--- src/rtl/ddr2_refresh_ctrl_if.sv ---
// Refresh engine <-> arbiter / DDR2 command pin bundle.
// Bus widths come from the BA_BITS and ADDR_BITS macros (defaulted here when not given).
`ifndef BA_BITS
`define BA_BITS 3
`endif
`ifndef ADDR_BITS
`define ADDR_BITS 14
`endif

interface ddr2_refresh_ctrl_if #(
  parameter int unsigned PEND_W = 4
);
  logic                    ref_req;
  logic                    ref_ack;
  logic                    ref_busy;
  logic                    ref_done;
  logic                    ref_err;
  logic [PEND_W-1:0]       pend_cnt;
  logic                    cmd_cke;
  logic                    cmd_cs_n;
  logic                    cmd_ras_n;
  logic                    cmd_cas_n;
  logic                    cmd_we_n;
  logic [`BA_BITS-1:0]     cmd_ba;
  logic [`ADDR_BITS-1:0]   cmd_addr;

  // Refresh engine side: owns the request and the command pins.
  modport master (
    output ref_req, ref_busy, ref_done, ref_err, pend_cnt,
    output cmd_cke, cmd_cs_n, cmd_ras_n, cmd_cas_n, cmd_we_n, cmd_ba, cmd_addr,
    input  ref_ack
  );

  // Arbiter / PHY side.
  modport slave (
    input  ref_req, ref_busy, ref_done, ref_err, pend_cnt,
    input  cmd_cke, cmd_cs_n, cmd_ras_n, cmd_cas_n, cmd_we_n, cmd_ba, cmd_addr,
    output ref_ack
  );
endinterface

--- src/rtl/ddr2_refresh_ctrl.sv ---
// DDR2 auto-refresh engine: tREFI interval timer, postponed-refresh counter,
// bus request/grant, then PRECHARGE-ALL + AUTO REFRESH on registered command pins.
// Optional feature macro: REF_BURST_EN (drain pending refreshes back-to-back per grant).
`ifndef BA_BITS
`define BA_BITS 3
`endif
`ifndef ADDR_BITS
`define ADDR_BITS 14
`endif

module ddr2_refresh_ctrl #(
  parameter int unsigned TREFI_CYC = 1560,
  parameter int unsigned TRP_CYC   = 3,
  parameter int unsigned TRFC_CYC  = 26,
  parameter int unsigned MAX_PEND  = 8
) (
  input  logic               ck,
  input  logic               rst_n,
  input  logic               init_done,
  ddr2_refresh_ctrl_if.master bus
);

  localparam int unsigned TMR_W   = (TREFI_CYC > 1) ? $clog2(TREFI_CYC) : 1;
  localparam int unsigned PEND_W  = $clog2(MAX_PEND + 1);
  localparam int unsigned SPC_MAX = (TRP_CYC > TRFC_CYC) ? TRP_CYC : TRFC_CYC;
  localparam int unsigned CNT_W   = $clog2(SPC_MAX + 1);
  localparam int unsigned BA_W    = `BA_BITS;
  localparam int unsigned ADDR_W  = `ADDR_BITS;

  typedef enum logic [2:0] {
    S_IDLE, S_REQ, S_PRE, S_WAIT_RP, S_AREF, S_WAIT_RFC, S_DONE
  } state_e;

  state_e            state_q, state_d;
  logic [TMR_W-1:0]  tmr_q, tmr_d;
  logic [CNT_W-1:0]  cnt_q, cnt_d;
  logic [PEND_W-1:0] pend_q, pend_d;
  logic              req_q, req_d, busy_q, busy_d, done_q, done_d, err_q, err_d;
  logic              cke_q, cke_d, cs_n_q, cs_n_d, ras_n_q, ras_n_d;
  logic              cas_n_q, cas_n_d, we_n_q, we_n_d;
  logic [BA_W-1:0]   ba_q, ba_d;
  logic [ADDR_W-1:0] addr_q, addr_d;
  logic              tick, issue_aref;

  // Next-state: interval timer, pending count, sequencer and registered outputs.
  always_comb begin
    state_d    = state_q;
    cnt_d      = cnt_q;
    pend_d     = pend_q;
    err_d      = err_q;
    issue_aref = 1'b0;
    tick       = init_done && (tmr_q == TMR_W'(TREFI_CYC - 1));
    tmr_d      = tick ? '0 : tmr_q + TMR_W'(1);

    unique case (state_q)
      S_IDLE: if (pend_q != '0) state_d = S_REQ;
      S_REQ: begin
        if (bus.ref_ack) begin
          state_d = S_PRE;
          cnt_d   = CNT_W'(TRP_CYC - 1);
        end
      end
      S_PRE, S_WAIT_RP: begin
        if (cnt_q == '0) begin
          state_d    = S_AREF;
          cnt_d      = CNT_W'(TRFC_CYC - 1);
          issue_aref = 1'b1;
        end else begin
          state_d = S_WAIT_RP;
          cnt_d   = cnt_q - CNT_W'(1);
        end
      end
      S_AREF, S_WAIT_RFC: begin
        if (cnt_q == '0) begin
`ifdef REF_BURST_EN
          if (pend_q != '0) begin
            state_d    = S_AREF;
            cnt_d      = CNT_W'(TRFC_CYC - 1);
            issue_aref = 1'b1;
          end else begin
            state_d = S_DONE;
          end
`else
          state_d = S_DONE;
`endif
        end else begin
          state_d = S_WAIT_RFC;
          cnt_d   = cnt_q - CNT_W'(1);
        end
      end
      S_DONE:  state_d = S_IDLE;
      default: state_d = S_IDLE;
    endcase

    // A tick and an AREF on the same edge cancel out.
    if (tick && (pend_q == PEND_W'(MAX_PEND))) err_d = 1'b1;
    if (tick && !issue_aref && (pend_q != PEND_W'(MAX_PEND))) pend_d = pend_q + PEND_W'(1);
    if (!tick && issue_aref) pend_d = pend_q - PEND_W'(1);

    // Losing init_done drops everything back to idle; the error flag survives.
    if (!init_done) begin
      state_d = S_IDLE;
      tmr_d   = '0;
      cnt_d   = '0;
      pend_d  = '0;
    end

    req_d   = (state_d == S_REQ);
    busy_d  = (state_d inside {S_PRE, S_WAIT_RP, S_AREF, S_WAIT_RFC, S_DONE});
    done_d  = (state_d == S_DONE);
    cke_d   = 1'b1;
    cs_n_d  = 1'b0;
    ras_n_d = 1'b1;
    cas_n_d = 1'b1;
    we_n_d  = 1'b1;
    ba_d    = '0;
    addr_d  = '0;
    if (state_d == S_PRE) begin
      ras_n_d    = 1'b0;
      we_n_d     = 1'b0;
      addr_d[10] = 1'b1;
    end else if (state_d == S_AREF) begin
      ras_n_d = 1'b0;
      cas_n_d = 1'b0;
    end
  end

  // State and output registers with synchronous active-low reset.
  always_ff @(posedge ck) begin
    if (!rst_n) begin
      state_q <= S_IDLE;
      tmr_q   <= '0;
      cnt_q   <= '0;
      pend_q  <= '0;
      req_q   <= 1'b0;
      busy_q  <= 1'b0;
      done_q  <= 1'b0;
      err_q   <= 1'b0;
      cke_q   <= 1'b1;
      cs_n_q  <= 1'b0;
      ras_n_q <= 1'b1;
      cas_n_q <= 1'b1;
      we_n_q  <= 1'b1;
      ba_q    <= '0;
      addr_q  <= '0;
    end else begin
      state_q <= state_d;
      tmr_q   <= tmr_d;
      cnt_q   <= cnt_d;
      pend_q  <= pend_d;
      req_q   <= req_d;
      busy_q  <= busy_d;
      done_q  <= done_d;
      err_q   <= err_d;
      cke_q   <= cke_d;
      cs_n_q  <= cs_n_d;
      ras_n_q <= ras_n_d;
      cas_n_q <= cas_n_d;
      we_n_q  <= we_n_d;
      ba_q    <= ba_d;
      addr_q  <= addr_d;
    end
  end

  assign bus.ref_req   = req_q;
  assign bus.ref_busy  = busy_q;
  assign bus.ref_done  = done_q;
  assign bus.ref_err   = err_q;
  assign bus.pend_cnt  = pend_q;
  assign bus.cmd_cke   = cke_q;
  assign bus.cmd_cs_n  = cs_n_q;
  assign bus.cmd_ras_n = ras_n_q;
  assign bus.cmd_cas_n = cas_n_q;
  assign bus.cmd_we_n  = we_n_q;
  assign bus.cmd_ba    = ba_q;
  assign bus.cmd_addr  = addr_q;

endmodule
--- src/flat_wrapper.sv ---
// flat-port wrapper written by rule: the top's interface ports become plain ports
module ddr2_refresh_ctrl_flat 
#(
  parameter int unsigned TREFI_CYC = 1560,
  parameter int unsigned TRP_CYC   = 3,
  parameter int unsigned TRFC_CYC  = 26,
  parameter int unsigned MAX_PEND  = 8
)
  (ck, rst_n, init_done, bus_ref_req, bus_ref_busy, bus_ref_done, bus_ref_err, bus_pend_cnt, bus_cmd_cke, bus_cmd_cs_n, bus_cmd_ras_n, bus_cmd_cas_n, bus_cmd_we_n, bus_cmd_ba, bus_cmd_addr, bus_ref_ack);
  ddr2_refresh_ctrl_if bus_i ();
  input  logic ck;
  input  logic rst_n;
  input  logic init_done;
  output wire logic [$bits(bus_i.ref_req)-1:0] bus_ref_req;
  output wire logic [$bits(bus_i.ref_busy)-1:0] bus_ref_busy;
  output wire logic [$bits(bus_i.ref_done)-1:0] bus_ref_done;
  output wire logic [$bits(bus_i.ref_err)-1:0] bus_ref_err;
  output wire logic [$bits(bus_i.pend_cnt)-1:0] bus_pend_cnt;
  output wire logic [$bits(bus_i.cmd_cke)-1:0] bus_cmd_cke;
  output wire logic [$bits(bus_i.cmd_cs_n)-1:0] bus_cmd_cs_n;
  output wire logic [$bits(bus_i.cmd_ras_n)-1:0] bus_cmd_ras_n;
  output wire logic [$bits(bus_i.cmd_cas_n)-1:0] bus_cmd_cas_n;
  output wire logic [$bits(bus_i.cmd_we_n)-1:0] bus_cmd_we_n;
  output wire logic [$bits(bus_i.cmd_ba)-1:0] bus_cmd_ba;
  output wire logic [$bits(bus_i.cmd_addr)-1:0] bus_cmd_addr;
  input wire logic [$bits(bus_i.ref_ack)-1:0] bus_ref_ack;
  assign bus_ref_req = bus_i.ref_req;
  assign bus_ref_busy = bus_i.ref_busy;
  assign bus_ref_done = bus_i.ref_done;
  assign bus_ref_err = bus_i.ref_err;
  assign bus_pend_cnt = bus_i.pend_cnt;
  assign bus_cmd_cke = bus_i.cmd_cke;
  assign bus_cmd_cs_n = bus_i.cmd_cs_n;
  assign bus_cmd_ras_n = bus_i.cmd_ras_n;
  assign bus_cmd_cas_n = bus_i.cmd_cas_n;
  assign bus_cmd_we_n = bus_i.cmd_we_n;
  assign bus_cmd_ba = bus_i.cmd_ba;
  assign bus_cmd_addr = bus_i.cmd_addr;
  assign bus_i.ref_ack = bus_ref_ack;
  ddr2_refresh_ctrl #(.TREFI_CYC(TREFI_CYC), .TRP_CYC(TRP_CYC), .TRFC_CYC(TRFC_CYC), .MAX_PEND(MAX_PEND)) u_core (.ck(ck), .rst_n(rst_n), .init_done(init_done), .bus(bus_i));
endmodule
--- config.mk ---
export PLATFORM = sky130hd
export DESIGN_NAME = ddr2_refresh_ctrl_flat
export DESIGN_NICKNAME = d
export VERILOG_FILES = /design/src/rtl/ddr2_refresh_ctrl_if.sv /design/src/rtl/ddr2_refresh_ctrl.sv /design/src/flat_wrapper.sv
export SDC_FILE = /design/constraint.sdc
export NUM_CORES = 1
export LEC_CHECK = 0
export CAP_MARGIN = 20
export CORE_ASPECT_RATIO = 1.4
export CORE_MARGIN = 5
export CORE_UTILIZATION = 45
export DETAILED_ROUTE_END_ITERATION = 10
export PLACE_DENSITY = 0.71
export SYNTH_ARGS = -nofsm -noshare
export SYNTH_HDL_FRONTEND = slang
export SYNTH_SLANG_ARGS = --single-unit
--- constraint.sdc ---
create_clock -name ck -period 3.25 [get_ports ck]
set_clock_uncertainty 0.05 [all_clocks]
set_input_delay 0.4875 -clock ck [delete_from_list [all_inputs] [get_ports ck]]
set_output_delay 0.4875 -clock ck [all_outputs]
set_load 0.005 [all_outputs]
==> impl_metrics.py <==
# Metrics from the implementation run
metrics = {
    "status": {
        "status": "completed",
    },
    "drt": {
        "wl_um": 3260,
        "vias_per_cell": 5.06,
        "post_drt_wl_per_cell_um": 12.9,
        "vias": 1275,
        "drc_errors": 0,
        "drt-pass1-iter-count": 4,
        "detail-route-antenna-nets": 0,
        "dr_wl_met2_um": 1720,
        "m1WireLength_um": 1300,
    },
    "yosys": {
        "yosys_warnings": 0,
        "top_cells_by_count": "dfxtp_1 (31), nor2_1 (21), buf_4 (19)",
        "synthCells": 192,
        "topCombFamilyByArea": "simple AND/OR/NAND/NOR gates",
        "synth-xor-area-share": 0.0553,
        "ys_cells": 192,
        "ys.flop_type": "dfxtp_1",
        "synth-simple-area-share": 0.275,
        "postSynthAreaPerCell_sq_um": 9.08,
        "synthArstFlopShare": 0,
        "yosysChipArea_sq_um": 1740,
        "synth_cell_type_count": 55,
        "compound_area_frac": 0.113,
    },
    "sta": {
        "setup_viol_count_final": 0,
        "fin_crit_ps": 2360,
        "max_freq_ghz": 0.423,
        "rsz0062_at_grt": "false",
        "drv_slew": 0,
    },
    "finish": {
        "comb_share": 0.501,
        "diodes": 0,
        "flop_area_sq_um": 621,
        "num-fill-cells": 363,
        "layout_top_cell": "dfxtp_1",
        "nNonClkInverters": 9,
        "comb_cells": 146,
        "final_cells": 252,
        "clock_area_frac": 0.0598,
        "drive_gt1_frac": 0.110,
        "nonClkBufAreaFrac": 0.0801,
    },
    "worst_hold_path": {
        "whs_path_depth": 1,
        "hold_end": "u_core.tmr_q[0]$_SDFF_PP0_",
        "hold_start": "u_core.tmr_q[0]$_SDFF_PP0_",
    },
    "floorplan": {
        "nWellTaps": 42,
        "die_h_um": 83.6,
        "die-area_sq_um": 5240,
        "rows": 26,
    },
    "power_and_ir_drop": {
        "pwr-share-comb": 0.027,
        "power.group.top": "the clock network",
        "power.internal_uw": 635,
    },
    "critical_path": {
        "r2r_end": "u_core.bus.pend_cnt[2]$_SDFFE_PN0P_",
        "cp_num_cells": 10,
        "reg2reg_slack_ps": 900,
        "path_cells": "clkdlybuf4s50_1 -> nand4bb_1 -> nor4_4 -> buf_4 -> nor2_1 -> xor2_1 -> ha_1 -> nor4_2 -> mux2i_1 -> mux2i_1",
        "crit_slowest_cell": "clkdlybuf4s50_1",
        "start_kind": "input port",
        "reg2reg_from": "u_core.cnt_q[0]$_SDFFE_PN0P_",
        "crit_type": "input port to flip-flop",
        "crit_path_frequent_cell": "mux2i_1",
    },
    "place": {
        "dp_cells": 244,
        "port_buffers": 15,
        "place_ws_ps": 584,
        "placed_area_sq_um": 1850,
        "dpl.hpwl_um": 2450,
    },
    "global_route": {
        "grt.total_usage": 0.132,
        "grt_pass1_wl_um": 5640,
        "grt_max_degree": 15,
        "met3_usage": 0.0445,
    },
}
Clock wiring as the flow saved it:
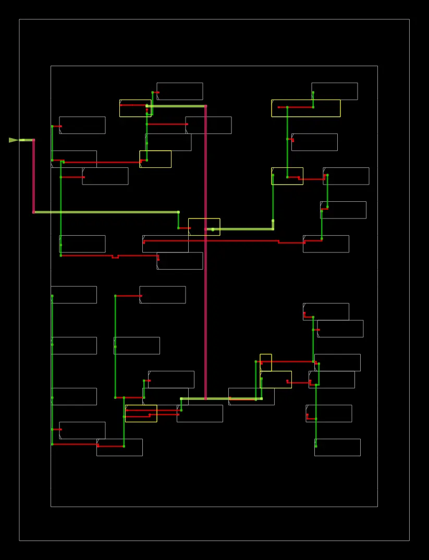
Clk. pwr: 394 uW
num sequential: 31
cts bufs inserted: 5
clk sinks: 31
clock buffer count: 6

Routed clock nets over the placement:
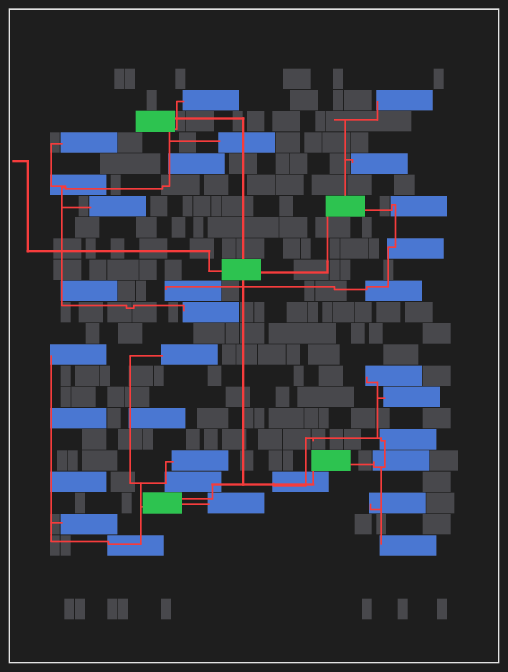
green -> cells driving clock nets  # count 5
blue -> flip-flops  # count 31
red -> clock wires  # length 432 um
routed clock nets = 6
Clock Power Share: 0.494
Clock Latency Late Sink: 290 ps

Pin map:
Pins as bars across the die edge, other pins in gray.
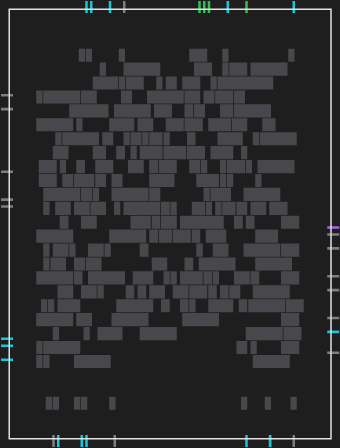
green -> bus_pend_cnt  # pins 4, direction output, edge north
purple -> bus_ref_ack  # pins 1, direction input, edge east
cyan -> bus_cmd_addr  # pins 14, direction output, edge 5 north, 5 south, 3 west, 1 east

Cells colored by class:
Scale bar: 20 um.
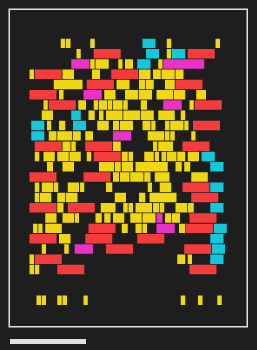
cyan -> other buffers and delay cells  # cells 16, share of their area 8.2%
red -> flip-flops  # cells 31, share of their area 32%
magenta -> clock drivers and dummy loads  # cells 8, share of their area 6.1%
yellow -> all other logic  # cells 155, share of their area 53%

Cell sizes after repair:
Scale bar: 20 um.
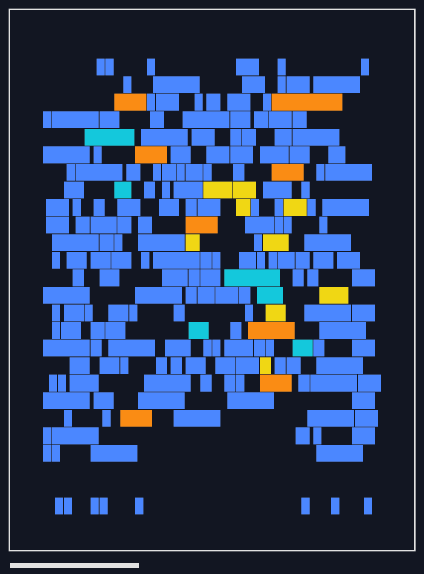
cyan -> drive 3 to 4  # cells 6, share 2.9%
yellow -> drive 2  # cells 9, share 4.3%
orange -> drive 6 and up  # cells 8, share 3.8%
blue -> drive 1 or less  # cells 187, share 89%

Power is estimated from default activity; no workload was simulated.
